==> config.mk <==
export PLATFORM = sky130hd
export DESIGN_NAME = item_run_coalescer_flat
export DESIGN_NICKNAME = d
export VERILOG_FILES = /design/src/rtl/item_run_coalescer_pkg.sv /design/src/rtl/item_run_coalescer_if.sv /design/src/rtl/item_run_coalescer.sv /design/src/flat_wrapper.sv
export SDC_FILE = /design/constraint.sdc
export NUM_CORES = 1
export LEC_CHECK = 0
export ABC_AREA = 1
export CORE_MARGIN = 8
export CORE_UTILIZATION = 35
export CTS_BUF_LIST = sky130_fd_sc_hd__clkbuf_16
export DETAILED_ROUTE_END_ITERATION = 6
export PLACE_DENSITY = 0.65
export SYNTH_ARGS = -nofsm -noshare
export SYNTH_HDL_FRONTEND = slang
export SYNTH_SLANG_ARGS = --single-unit
==> constraint.sdc <==
create_clock -name clk -period 2.5 [get_ports clk]
set_clock_uncertainty 0.15 [all_clocks]
set_input_delay 0.25 -clock clk [delete_from_list [all_inputs] [get_ports clk]]
set_output_delay 0.25 -clock clk [all_outputs]
set_load 0.02 [all_outputs]
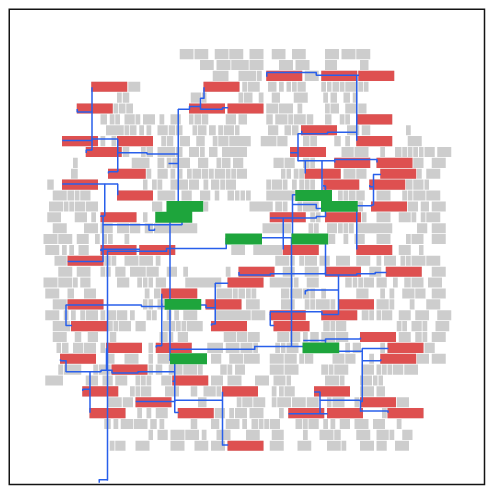
run_1/clk_routes.png
Drawn at 4 px/um.
Key: red = flip-flops [count 65]; green = clock drivers [count 9]; blue = clock wires [length 936 um]
There are 10 routed clock nets. Position of the flops: spread over the die.
insertion delay of the later-clocked pin in the worst-skew pair: 0.32 ns
Clock net power: 0.00119 W
Clock power frac: 17.7%

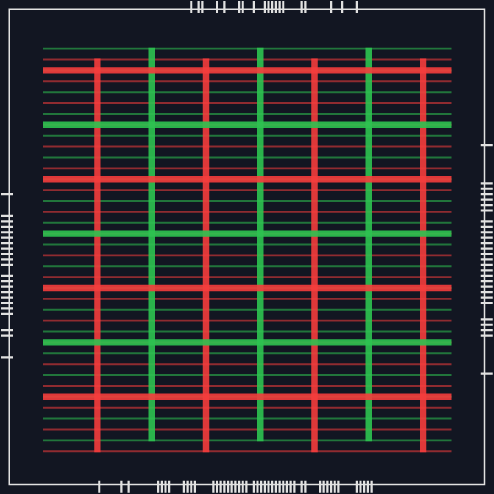
run_1/power_grid.png
Drawn at 4 px/um. Pins as bars on the die edge.
Key: red = VSS; green = VDD
The core has 37 rows. 7 straps on met4. 38 met1 rails follow the rows.
die boundary width: 118 um
Core Area: 10300 um^2
die span in y: 118 um
worst vdd rail ir drop: 0.472 mV

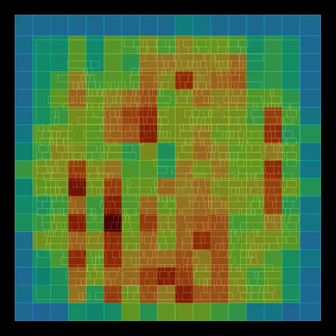
run_1/congestion.png
global routing met3 resource utilization: 3.00%
grt peak-use layer: met2
wire length per cell: 14.2 um

==> flow_metrics.tcl <==
# metrics dict for downstream scripts
set metrics [dict create \
    ant_nets 0 \
    syn-cell-area_um2 3670 \
    setup_cp_type "input pin to flip-flop" \
    synth.yosys.chip_area_um2 3670 \
    cp_data_required_time_ns 2.55 \
    slew-limit-headroom_pct 43.8 \
    yosysWarningCount 0 \
    cts.hold.buffers_added 0 \
    worst_pin_slew_ns 0.843 \
    cts_buffers 9 \
    rsz0062_at_grt "true" \
    common_cells "nand2_1 (128), inv_1 (83), dfrtp_1 (65)" \
    cts.sink_count 65 \
    asyncSetResetFlopFracSynth_pct 100 \
    groute.usage.overall_pct 14.6 \
    cts_tree "built" \
    end_kind "flip-flop" \
    synth.largest_area_cell "dfrtp_1" \
    largest_register_ff_count 48 \
    cellInternalPower_w 0.00417 \
    maxCapViolations 0 \
    stage_log_warnings 32 \
    synth_area_per_cell_um2 7.85 \
    drt_wl_total_um 11400 \
    initial_antenna_violation_count 1 \
    p_seq_share_pct 26.8 \
    synth_nets 529 \
    library_cell_with_the_highest_instance_count_after_synthesis "nand2_1" \
    yosysCellCount 468 \
    hold_violations 0 \
    place_congestion 0.867 \
    first_pass_grt_wire_length_um 17100 \
    cellPowerDensity_nw_per_um2 1110 \
    ff2ff_path_depth 16 \
    holdCritPathClass "input pin to async pin" \
    dp_hpwl_um 7870 \
    layout.cell_area.non_filler_um2 6030 \
    total_leakage_power_nw 2.92 \
    numPortBuffers 114 \
    synth.yosys.seq_area_share_pct 44.3 \
    vias 3635 \
    design.portCount 115 \
    top_cell_area_share_pct 44.3 \
    final_cells 804 \
    comb_power_share_pct 55.5 \
    cts_root_buf "clkbuf_16" \
    synthFlopType "dfrtp_1" \
    grt_start_max_net_pins 71 \
    finalMaxSlewViolations 0 \
    clkTransAtPathRegs_ns 0.06 \
    switchingPower_w 0.00255 \
    grt_overflow_total 0 \
    nets 723 \
    max_freq_ghz 0.413 \
    initialDrtViolationCount 104 \
    cts_max_path_buffers 2 \
    critPathArrivalTime_ns 2.47 \
    detail_route.vias_per_cell 4.52 \
    crit_fanout 13 \
    core_util_floorplan_pct 35.8 \
    num_rows 37 \
    placed_cells 776 \
    h-tree-depth 3 \
    run_status "finished, final reports clean" \
    r2r_slack_ns 0.09 \
    final.period_utilization_pct 96.8 \
    yosys-top-cells-area "dfrtp_1 (44%), nand2_1 (13%), xnor2_1 (9.8%), inv_1 (8.5%), o21ai_1 (5.7%)" \
    synth.lib_cells_used.distinct 27 \
    number_of_filler_instances_in_the_final_layout 950 \
    period_minus_slack_ns 2.42 \
    timing.critical_path.from_type "input pin" \
    drt_first_pass_iters 4 \
    drive_gt1_share_pct 21.0 \
    setup_violations 0 \
    number_of_instances_in_the_synthesized_netlist 468 \
    post-route-drc-count 0 \
    power.share.switching_pct 37.9 \
    die_area_um2 14000 \
    areaGrowthSynthToFinish_pct 64.2 \
    ys.flops 65 \
    detailed_place.area_um2 5430 \
    grt_pass1_vias 3604 \
    post_synth_edffs 0 \
]
-- run 1: layer usage --
layer  track usage (%)  part of all wire, %  vias to the layer above
met5                 0                    0                        -
met4              5.30                  2.1                        0
met3              3.00                  4.5                       14
met2              26.0                   50                       79
met1              17.2                   43                     1698
li1                  -                    -                     1844
-- run 1: critical path, stage by stage --
cell and delay [ns]:
clkdlybuf4s50_1 0.51, xnor2_1 0.15, nand2_1 0.09, nor2_2 0.12
nand2_1 0.10, nor2_4 0.10, nand3_1 0.10, nand2_1 0.08
nand2_1 0.05, nand2_2 0.10, nand3_4 0.11, nor2_4 0.16
o21ai_4 0.09, buf_12 0.17, clkbuf_16 0.17, nand2_2 0.05
o21ai_1 0.05
-- run 1: layout by cell type, fill, tap and decap left out, types with 2 or more instances in the layout --
cell type / instances
nand2_1: 121
o22ai_1: 7
o21ai_2: 18
ha_1: 8
inv_1: 83
nor3_1: 5
nand4_1: 4
o21ai_0: 11
clkinv_1: 2
clkdlybuf4s50_1: 108
buf_6: 6
nor2_4: 2
nand3_1: 9
inv_2: 4
nor2_2: 8
xor2_1: 10
a21oi_1: 4
buf_12: 3
o21ai_1: 29
dlymetal6s2s_1: 3
diode_2: 2
a21boi_0: 2
dfrtp_1: 64
clkinv_2: 2
xnor2_1: 40
buf_4: 69
nor2_1: 13
clkbuf_16: 12
nand2_2: 8
-- run 1: cell type report --
class	count	area (um^2)	area share, %
antenna	2	5.00	0.0830
clock buffer	9	225	3.73
clock inverter	6	51.3	0.850
inverter	86	323	5.35
multi-input combinational	306	1780	29.5
sequential	65	1630	27.0
tap	136	170	2.82
timing repair buffer	194	1850	30.7
-- run 1: power groups by stage --
stage	Combinational (W)	Clock, W	Sequential, W
6_report	0.00373	0.00119	0.00180
3_5_place_dp	0.00348	0	0.00180
4_1_cts	0.00349	0.00120	0.00179
5_1_grt	0.00407	0.00124	0.00185
2_1_floorplan	0.00114	0	0.00232
3_3_place_gp	0.00341	0	0.00178
-- run 1: what timing repair did --
action                     4_1_cts  5_1_grt
gates resized                    7       54
pin swaps                        0       22
cloned                           0        8
setup endpoints to repair        2       64
setup buffers                    0        3
-- run 1: through the flow --
| step | utilization [%] | setup WS, ns | hold WS [ns] | power, W | setup TNS, ns |
|---|---|---|---|---|---|
| after global placement | 52.9 | -0.365 | 0.351 | 0.00519 | -10.14 |
| after CTS | 55.6 | 0.0410 | 0.0358 | 0.00649 | 0 |
| after detailed placement | 52.9 | -0.400 | 0.347 | 0.00528 | -13.82 |
| after global routing | 58.7 | -0.109 | 0.0774 | 0.00716 | -3.78 |
| after floorplan | - | 0.0960 | -0.196 | 0.00346 | 0 |
| final | 58.7 | 0.0794 | 0.0000102 | 0.00672 | 0 |
-- run 1: logic make-up (layout without fill, tap and decap cells) --
kind of cell	count (synthesis)	in the layout	synth area share, %
fa+ha+maj	8	8	2.72
other cells	0	2	0
compound gates	74	74	10.7
buf+inv	97	295	11.1
simple gates	173	173	19.0
flops	65	65	44.3
xor+xnor	51	51	12.2
No activity file was given, so power comes from the tool's default toggle rates.
